==> src/rtl/pipe_pkg.sv <==
// pipe_pkg: control-field layout and helpers shared by the pipeline register chain
package pipe_pkg;

    localparam int CTRL_W_DEFAULT = 8;
    localparam int REGWRITE_BIT   = 7;
    localparam int MEMREAD_BIT    = 6;
    localparam int RD_LSB         = 2;
    localparam int RD_W           = 4;
    localparam int BYTE_EN_LSB    = 0;
    localparam int BYTE_EN_W      = 2;

    function automatic int clog2(input int v);
        int r;
        r = 0;
        while ((1 << r) < v) r++;
        return r;
    endfunction

endpackage

==> src/rtl/pipe_stage_slot.sv <==
// pipe_stage_slot: one pipeline register holding a valid bit, data and control
module pipe_stage_slot #(
    parameter int DATA_W     = 32,
    parameter int CTRL_W     = 8,
    parameter bit FLUSH_DATA = 1'b0
) (
    input  logic              clk,
    input  logic              rst_n,
    input  logic              load,
    input  logic              hold,
    input  logic              kill,
    input  logic [DATA_W-1:0] load_data,
    input  logic [CTRL_W-1:0] load_ctrl,
    output logic              valid,
    output logic [DATA_W-1:0] data,
    output logic [CTRL_W-1:0] ctrl
);

    // kill beats load; a slot that neither loads nor holds is vacated but keeps stale payload
    always_ff @(negedge clk or negedge rst_n) begin
        if (!rst_n) begin
            valid <= 1'b0;
            data  <= '0;
            ctrl  <= '0;
        end else if (kill) begin
            valid <= 1'b0;
            ctrl  <= '0;
            if (FLUSH_DATA) data <= '0;
        end else if (load) begin
            valid <= 1'b1;
            data  <= load_data;
            ctrl  <= load_ctrl;
        end else if (!hold) begin
            valid <= 1'b0;
        end
    end

endmodule

==> src/rtl/pipe_stage_chain.sv <==
// pipe_stage_chain: DEPTH-deep valid/ready pipeline register chain with flush and occupancy
module pipe_stage_chain import pipe_pkg::*; #(
    parameter int DATA_W     = 32,
    parameter int CTRL_W     = CTRL_W_DEFAULT,
    parameter int DEPTH      = 2,
    parameter bit COLLAPSE   = 1'b1,
    parameter bit FLUSH_DATA = 1'b0
) (
    input  logic                        clk,
    input  logic                        rst_n,
    input  logic                        in_valid,
    output logic                        in_ready,
    input  logic [DATA_W-1:0]           in_data,
    input  logic [CTRL_W-1:0]           in_ctrl,
    input  logic [DEPTH-1:0]            flush_mask,
    output logic                        out_valid,
    input  logic                        out_ready,
    output logic [DATA_W-1:0]           out_data,
    output logic [CTRL_W-1:0]           out_ctrl,
    output logic [DEPTH-1:0]            stage_valid,
    output logic [clog2(DEPTH+1)-1:0]   occupancy
);

    localparam int OCC_W = clog2(DEPTH + 1);

    logic [DEPTH-1:0]             v;
    logic [DEPTH-1:0]             mv;
    logic [DEPTH-1:0]             nv;
    logic [DEPTH:0]               src_mv;
    logic [DEPTH:0][DATA_W-1:0]   d_chain;
    logic [DEPTH:0][CTRL_W-1:0]   c_chain;
    logic                         adv;
    logic                         m;
    logic                         in_xfer;
    logic [OCC_W-1:0]             cnt;

    // per-stage move decisions, resolved from the output end back toward the input
    always_comb begin
        adv = out_ready | !v[DEPTH-1];
        m = v[DEPTH-1] & out_ready;
        mv = '0;
        mv[DEPTH-1] = m;
        for (int i = DEPTH - 2; i >= 0; i--) begin
            m = COLLAPSE ? v[i] & (!v[i+1] | m) : v[i] & adv;
            mv[i] = m;
        end
        in_ready = COLLAPSE ? !v[0] | mv[0] : adv;
    end

    assign in_xfer = in_valid & in_ready;
    // bit 0 is the input transfer, bit i+1 is stage i moving on
    assign src_mv  = {mv, in_xfer};

    // next-state valid vector and its population count feed the occupancy register
    always_comb begin
        cnt = '0;
        for (int i = 0; i < DEPTH; i++) begin
            nv[i] = !flush_mask[i] & (src_mv[i] | (v[i] & !src_mv[i+1]));
            cnt = cnt + OCC_W'(nv[i]);
        end
    end

    // occupancy is registered alongside the slots so it always matches stage_valid
    always_ff @(negedge clk or negedge rst_n) begin
        if (!rst_n) occupancy <= '0;
        else occupancy <= cnt;
    end

    assign d_chain[0] = in_data;
    assign c_chain[0] = in_ctrl;

    for (genvar g = 0; g < DEPTH; g++) begin : g_slot
        pipe_stage_slot #(
            .DATA_W     (DATA_W),
            .CTRL_W     (CTRL_W),
            .FLUSH_DATA (FLUSH_DATA)
        ) u_slot (
            .clk       (clk),
            .rst_n     (rst_n),
            .load      (src_mv[g]),
            .hold      (!src_mv[g+1]),
            .kill      (flush_mask[g]),
            .load_data (d_chain[g]),
            .load_ctrl (c_chain[g]),
            .valid     (v[g]),
            .data      (d_chain[g+1]),
            .ctrl      (c_chain[g+1])
        );
    end

    assign stage_valid = v;
    assign out_valid   = v[DEPTH-1];
    assign out_data    = d_chain[DEPTH];
    assign out_ctrl    = c_chain[DEPTH];

endmodule

==> config.mk <==
export PLATFORM = sky130hd
export DESIGN_NAME = pipe_stage_chain
export DESIGN_NICKNAME = d
export VERILOG_FILES = /design/src/rtl/pipe_pkg.sv /design/src/rtl/pipe_stage_slot.sv /design/src/rtl/pipe_stage_chain.sv
export SDC_FILE = /design/constraint.sdc
export NUM_CORES = 1
export LEC_CHECK = 0
export CORE_UTILIZATION = 48
export CTS_CLUSTER_SIZE = 24
export DETAILED_ROUTE_END_ITERATION = 10
export PLACE_DENSITY = 0.89
export SYNTH_ARGS = -nofsm -noshare
export SYNTH_HDL_FRONTEND = slang
export SYNTH_SLANG_ARGS = --single-unit
==> constraint.sdc <==
create_clock -name clk -period 1.9 [get_ports clk]
set_input_delay 0.38 -clock clk [delete_from_list [all_inputs] [get_ports clk]]
set_output_delay 0.38 -clock clk [all_outputs]
set_load 0.03 [all_outputs]
==> reports/metrics.cfg, run 1 <==
[power_and_ir_drop]
ir_drop_mv = 0.6932
power_leakage_nw = 2.582
power_density_nw_per_um2 = 1053

[sta]
setup_ws_ns = -0.5986
maxSlewViolCount = 0
hold_viol = 0
tightest_slew_ns = 0.3762
relSlewSlack = 0.7492
rsz0062_at_grt = true
fin_skew_ns = 0.005785
fin_hold_ws_ns = 0.4509
setup_viol = 128

[synthesis]
synth_area_um2 = 3435
syn-num-nets = 275
yosys_area_um2 = 3435
synth_flop_count = 84
synthCells = 228
ys_types = 16
yosysCellCount = 228
syn_avg_cell_area_um2 = 15.06
synth.yosys.warnings = 0
ys_seq_frac = 0.6120

[cells_and_area]
syn2layout_area_growth_pct = 57.05
logic_gates = 93
nets = 402
combGateArea_um2 = 1241
nFillCells = 393
lay_top_cells = dfrtn_1, mux2_4, buf_6, buf_4, clkdlybuf4s50_1
inverters = 1
ff_latch_area_um2 = 2102
clk_share = 0.03178
layout.cells.most_common = dfrtn_1
drive_above_1_share = 0.5866
clockBufferCount = 11
non_clock_buffer_count = 166
largest_class = registers
comb_area_frac = 0.2301
diodes = 0
flop-count = 84
buffer_area_frac = 0.3254
design_area_um2 = 5394
sh_seq_area = 0.3897

[die]
die_area_um2 = 7498
core-area_um2 = 6869
die_h_um = 86.59
fp_util = 0.5000
ios = 92
taps = 96
die_w_um = 86.59
rows = 30

[global_routing]
antenna_found_initial = 0
grt_pass1_vias = 2257
grt_pass1_wl_um = 11300
grt_max_degree = 40
grt_overflow = 0
grt_usage = 0.2040

[outcome]
violations = negative setup slack
status = finished with violations

[setup_path]
critPathArrivalTime_ns = 2.12
reg2reg_depth = 8
crit_path_max_fanout = 2
cp-start-kind = register
cp-end-kind = primary output
required_ns = 1.52
critPathKind = reg -> out

[routing]
post_drt_wl_per_cell_um = 17.29
dr.pass1.iters = 4
drt_iter0_markers = 48
drc = 0
ant_nets = 0
via_per_inst = 4.919

[placed_design]
post-dp-hpwl_um = 4223
port_buffers = 91
placed_cell_area_um2 = 4343
gp_congestion = 0.7211

[clock_tree]
numCtsBuffers = 9
root_buffer = clkbuf_8
clk_pin_slew_ns = 0.05
clk_latency_ns = 0.33
htree_levels = 3
tritoncts = built
ctsHoldBuffers = 0
clockBufferDepth = 2
clock-sinks = 84

[min_path]
worstHoldPathCells = 1
hold_path_class = reg -> reg

[run]
warnings = 29
drv_cap = 0

## run 1: state kept, by name, summed over array words and instances (netlist names)
register / flops
g_slot.u_slot.data: 64
g_slot.u_slot.ctrl: 16
g_slot.u_slot.valid: 2
occupancy: 2
## run 1: synthesized netlist by cell type
cell	number	share of area
nor3b_4	1	0.0055
ha_1	1	0.0036
buf_6	2	0.0066
inv_1	1	0.0011
buf_4	44	0.096
dfrtn_1	84	0.61
mux2_2	59	0.19
nand3b_1	1	0.0022
nor3b_2	1	0.0036
nand2b_1	1	0.0018
a21oi_1	4	0.0058
nor2_1	3	0.0033
buf_2	4	0.0058
a22o_1	16	0.041
nor2b_1	1	0.0018
mux2_1	5	0.016
## run 1: worst max-delay path, stage by stage (launching register included)
cell and delay (ns):
dfrtn_1 0.44, nand3b_1 0.13, buf_6 0.15, buf_6 0.13
## run 1: kinds of logic after synthesis
logic type / synth area share
multiplexers: 0.2098
adder cells (fa/ha/maj): 0.003642
buffers and inverters: 0.1097
flip-flops: 0.6120
AND-OR/OR-AND: 0.04663
AND/OR/NAND/NOR: 0.01822
## run 1: layer usage
| metal | vias to the layer above | part of all wire | track usage |
|---|---|---|---|
| met4 | 0 | 0.014 | 0.08485 |
| met5 | - | 0 | 0 |
| met3 | 14 | 0.046 | 0.04667 |
| li1 | 1003 | - | - |
| met2 | 69 | 0.49 | 0.3232 |
| met1 | 1147 | 0.44 | 0.2726 |
## run 1: path summary, 6_finish.rpt
path | from | endpoint | slack [ns]
worst max-delay path | g_slot[1].u_slot.valid | in_ready | -0.60
worst min-delay path | g_slot[0].u_slot.ctrl[6] | g_slot[1].u_slot.ctrl[6] | 0.45
worst max register to register | g_slot[1].u_slot.valid | g_slot[1].u_slot.data[2] | 0
worst min register to register | g_slot[0].u_slot.ctrl[6] | g_slot[1].u_slot.ctrl[6] | 0.45
max in group asynchronous | rst_n | g_slot[1].u_slot.data[23] | 0.65
min in group asynchronous | rst_n | g_slot[1].u_slot.data[2] | 0.74
## run 1: through the flow
stage	worst slack [ns]	utilization	std cells	total power, mW	setup TNS, ns
6_report	-0.5986	0.7852	454	5.678	-46.68
5_1_grt	-0.6529	0.7852	454	5.918	-52.09
4_1_cts	-0.5708	0.7474	438	5.497	-50.63
3_5_place_dp	-1.135	0.6322	384	3.900	-86.84
3_3_place_gp	-1.104	0.6322	384	3.856	-84.86
2_1_floorplan	-0.7918	-	228	3.565	-45.45
## run 1: report_power, final
| group | leakage [nW] | total (mW) | internal (mW) | switching (mW) |
|---|---|---|---|---|
| combinational | 1.47 | 2.11 | 1.26 | 0.850 |
| clock | 0.0890 | 1.18 | 0.590 | 0.586 |
| sequential | 1.03 | 2.39 | 2.15 | 0.239 |
| total | 2.58 | 5.68 | 4.00 | 1.67 |
## run 1: what timing repair did
item / in CTS / in global routing
gates cloned: 4 / 1
hold endpoints to repair: 0 / 0
pin swaps: 4 / 6
buffers inserted: 36 / 21
gates resized: 75 / 53
setup endpoints to repair: 130 / 128
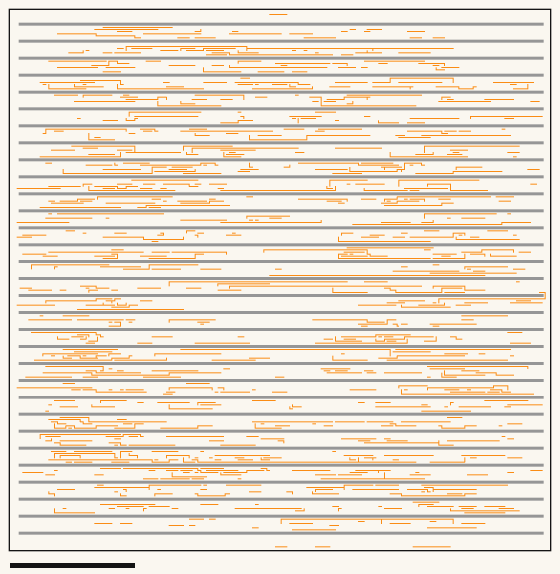
Figure 1: run 1, metal 1.
Scale bar: 20 um. Supply wires on this layer in grey.
nets with wire on the layer: 347
wire length on this layer: 3490 um
via count: 2233
DRT Wirelength: 7848 um
routing usage on met1: 0.2726

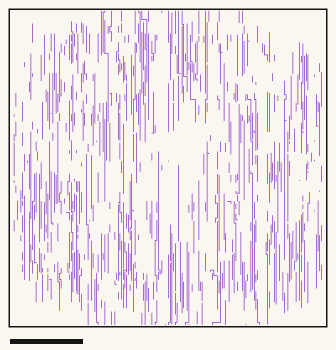
Figure 2: run 1, M2 wires.
Scale bar: 20 um.
wire length on this layer: 3880 um
share of all routed wire: 49%
longest straight run: 43.9 um
main direction: vertical
nets with wire on the layer: 383
met2 Use GR: 0.3232

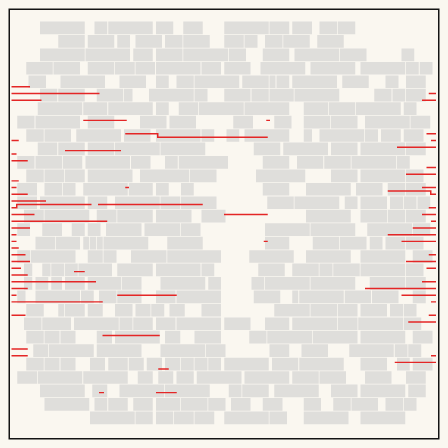
Figure 3: run 1, the metal 3 layer.
nets with wire on the layer: 59
main direction: horizontal
GR Layer Usage met3: 0.04667

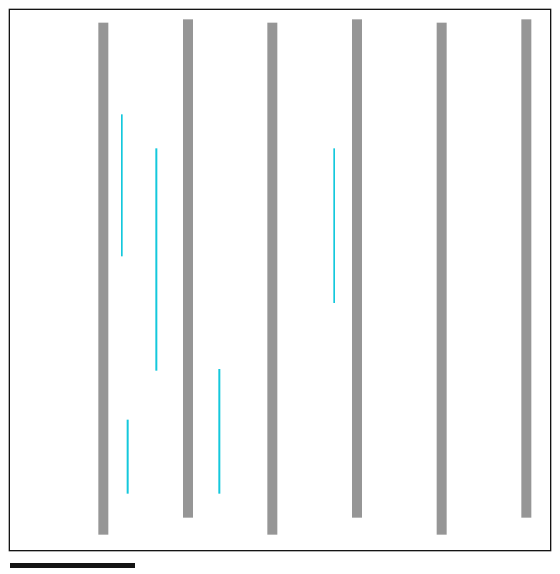
Figure 4: run 1, the metal 4 layer.
Scale bar: 20 um. Supply wires on this layer in grey.
nets with wire on the layer: 3
share of all routed wire: 1.5%
longest straight run: 35.4 um
main direction: vertical
wire length on this layer: 114 um

--- run 2 (diff from run 1) ---
--- a/config.mk
+++ b/config.mk
@@ -6,8 +6,8 @@
 export NUM_CORES = 1
 export LEC_CHECK = 0
 export CORE_UTILIZATION = 48
-export CTS_CLUSTER_SIZE = 24
 export DETAILED_ROUTE_END_ITERATION = 10
+export GPL_TIMING_DRIVEN = 1
 export PLACE_DENSITY = 0.89
 export SYNTH_ARGS = -nofsm -noshare
 export SYNTH_HDL_FRONTEND = slang
==> constraint.sdc (replaced) <==
create_clock -name clk -period 1.9 [get_ports clk]
set_input_delay 0.285 -clock clk [delete_from_list [all_inputs] [get_ports clk]]
set_output_delay 0.285 -clock clk [all_outputs]
set_load 0.03 [all_outputs]
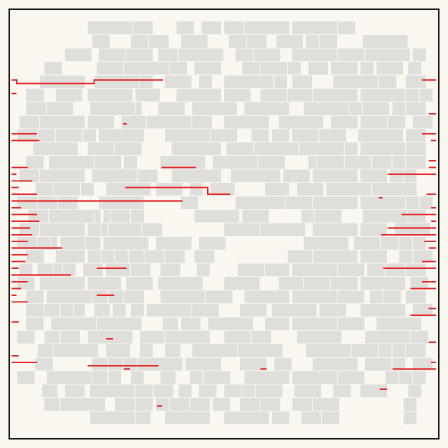
Figure 5: run 2, the metal 3 layer.
wire length on this layer: 302 um
main direction: horizontal
longest straight run: 34.3 um
DRT Wirelength: 8269 um
via count: 2221
GR Layer Usage met3: 0.06286

==> run 2 against run 1 <==
  * Clock skew is essentially flat
  * Via count shrank 0.54%
  * Combinational power is essentially flat
  * Worst hold slack lost 0.0023 ns
  * Largest power group unchanged
  * Clock-buffer cell count grew 2
  * The flow still finishes with violations (negative setup slack)
  * Critical path type unchanged
  * Clock power is essentially flat
  * Critical path depth is the same
  * Largest cell class unchanged
  * Die size is the same
  * Worst setup slack gained 0.063 ns
  * First-iteration DRC count grew 8.3%
  * Register-to-register slack gained 0.15 ns
==> reports/metrics.cfg, run 2 <==
[synthesis]
synth_area_um2 = 3435  ; unchanged
logic_family = multiplexers
syn-num-nets = 275  ; unchanged
top_cells_by_area = dfrtn_1, mux2_2, buf_4
xor_share = 0  ; unchanged
ys_sh_mux = 0.2098  ; unchanged
top_cells_by_count = dfrtn_1, mux2_2, buf_4
async_flop_share = 1.000  ; unchanged
syn_avg_cell_area_um2 = 15.06  ; unchanged
synth.yosys.warnings = 0  ; unchanged
most_common_cell = dfrtn_1
synthFlopType = dfrtn_1
adder_share = 0.003643  ; unchanged
aoi_share = 0.04663  ; unchanged
ys_types = 16  ; unchanged
top_area_cell = dfrtn_1
ys_seq_frac = 0.6120  ; unchanged
top_cell_area_share = 0.6120  ; unchanged
synth_flop_count = 84  ; unchanged
yosysCellCount = 228  ; unchanged
yosys_area_um2 = 3435  ; unchanged
edf_count = 0  ; unchanged
synthCells = 228  ; unchanged
simple_gate_share = 0.01821  ; unchanged

[die]
ios = 92  ; unchanged
core-area_um2 = 6869  ; unchanged
rows = 30  ; unchanged
fp_util = 0.5000  ; unchanged
die_w_um = 86.59  ; unchanged
die_area_um2 = 7498  ; unchanged
die_h_um = 86.59  ; unchanged

[global_routing]
grt_max_degree = 32  ; -20%
antenna_found_initial = 0  ; unchanged
grt_usage = 0.2330  ; +0.02904
grt_pass1_wl_um = 12720  ; +13%
grt_pass1_vias = 2464  ; +9.2%
grt_overflow = 0  ; unchanged

[cells_and_area]
layout.cells.most_common = dfrtn_1
syn2layout_area_growth_pct = 56.10
nets = 398  ; -1.0%
lay_top_cells = dfrtn_1, mux2_4, buf_6, buf_4, clkdlybuf4s50_1
drive_above_1_share = 0.5815  ; -0.005132
design_area_um2 = 5361  ; -0.60%
stdcell_count = 452  ; -0.44%
largest-register = g_slot.u_slot.data
nFillCells = 399  ; +1.5%
largest_reg_flops = 64  ; unchanged
diodes = 0  ; unchanged
largestRegisters = g_slot.u_slot.data x64, g_slot.u_slot.ctrl x16

[setup_path]
ff2ff_setup_slack_ns = 0.15  ; +0.15 ns
critPathArrivalTime_ns = 2.15  ; +0.03 ns
crit_path_max_fanout = 2  ; unchanged
cp-start-kind = register
cp-end-kind = primary output
required_ns = 1.62  ; +0.10 ns
critPathKind = reg -> out

[clock_tree]
root_buffer = clkbuf_8
clock-sinks = 84  ; unchanged
clk_latency_ns = 0.33  ; about the same
htree_levels = 3  ; unchanged
clockBufferDepth = 2  ; unchanged
clk_pin_slew_ns = 0.05  ; about the same
ctsHoldBuffers = 0  ; unchanged
numCtsBuffers = 9  ; unchanged
tritoncts = built

[outcome]
status = finished with violations
violations = negative setup slack

[placed_design]
port_buffers = 91  ; unchanged
post-dp-hpwl_um = 4474  ; +6.0%
placed_cell_area_um2 = 4320  ; -0.52%
dpl.cell_count = 381  ; -0.78%
gp_congestion = 0.7092  ; -1.7%

[run]
drv_cap = 0  ; unchanged
warnings = 29  ; unchanged

[sta]
rsz0062_at_grt = true
setup_viol = 128  ; unchanged
relSlewSlack = 0.7169  ; -0.03227
tightest_slew_ns = 0.4246  ; +0.04841 ns
fin_hold_ws_ns = 0.4486  ; -0.002330 ns
fin_skew_ns = 0.005353  ; -0.0004327 ns
hold_viol = 0  ; unchanged
setup_ws_ns = -0.5353  ; +0.06331 ns
maxSlewViolCount = 0  ; unchanged

[power_and_ir_drop]
ir_drop_mv = 0.6364  ; -8.2%
power_leakage_nw = 2.560  ; -0.89%
power_density_nw_per_um2 = 1063  ; +0.95%

[routing]
post_drt_wl_per_cell_um = 18.29  ; +5.8%
via_per_inst = 4.914  ; about the same
ant_nets = 0  ; unchanged
dr.pass1.iters = 4  ; unchanged
drc = 0  ; unchanged
drt_iter0_markers = 52  ; +8.3%

[min_path]
hold_path_class = reg -> reg

run 2: per-layer routing:
layer  vias to the layer above  wire, um  track usage
li1                       1001         -            -
met1                      1143      3382       0.2828
met2                        66      4477       0.4127
met3                        11       301      0.06286
met4                         0       108      0.05909
met5                         -         0            0
run 2: area by class of cell:
type,count,area (um2),area share
well taps,96,120.1,0.02240
clock buffers,13,168.9,0.03151
clock inverters,3,20.02,0.003734
inverters,1,3.754,0.0007001
multi-input cells,93,1241,0.2315
flip-flops and latches,84,2102,0.3921
repair buffers,162,1705,0.3181
run 2: stage by stage:
step	utilization	setup WS [ns]	total power [mW]	setup TNS, ns
6_report	0.7805	-0.5353	5.698	-32.70
5_1_grt	0.7805	-0.6006	5.932	-37.71
4_1_cts	0.7648	-0.4726	5.567	-29.93
3_5_place_dp	0.6290	-1.033	3.889	-81.29
3_3_place_gp	0.6290	-1.003	3.836	-78.86
2_1_floorplan	-	-0.6968	3.564	-37.52
run 2: power breakdown:
part / total [mW] / switching (mW) / internal [mW] / leakage [nW]
clock: 1.19 / 0.613 / 0.581 / 0.0917
sequential: 2.40 / 0.249 / 2.15 / 1.03
combinational: 2.10 / 0.853 / 1.25 / 1.44
total: 5.70 / 1.71 / 3.98 / 2.56
run 2: final timing paths:
check | start | to | cells past startpoint
hold / removal | g_slot[0].u_slot.ctrl[7] | g_slot[0].u_slot.ctrl[7] | 1
setup / recovery | g_slot[0].u_slot.valid | in_ready | 3
max in group asynchronous | rst_n | g_slot[1].u_slot.ctrl[7] | 2
hold reg to reg | g_slot[0].u_slot.ctrl[7] | g_slot[0].u_slot.ctrl[7] | 1
setup reg to reg | g_slot[1].u_slot.valid | g_slot[1].u_slot.data[4] | 7
min in group asynchronous | rst_n | g_slot[1].u_slot.data[8] | 1
run 2: cell families after synthesis:
family | after synthesis
AOI/OAI and AO/OA | 20
adders and majority gates | 1
buffers and inverters | 51
DFF | 84
muxes | 64
and+or+nand+nor | 8
run 2: critical path: stages, from the launching register on:
cell,delay [ns]
dfrtn_1,0.43
nand3b_1,0.15
buf_6,0.16
buf_6,0.13
run 2: timing repair:
item                                   CTS  global route
setup endpoints to repair              129           127
gates cloned                             5             0
buffers inserted                        38            20
endpoints found under the hold margin    0             0
pin swaps                                5             3
resized                                117             7
Power and IR drop assume default switching activity.
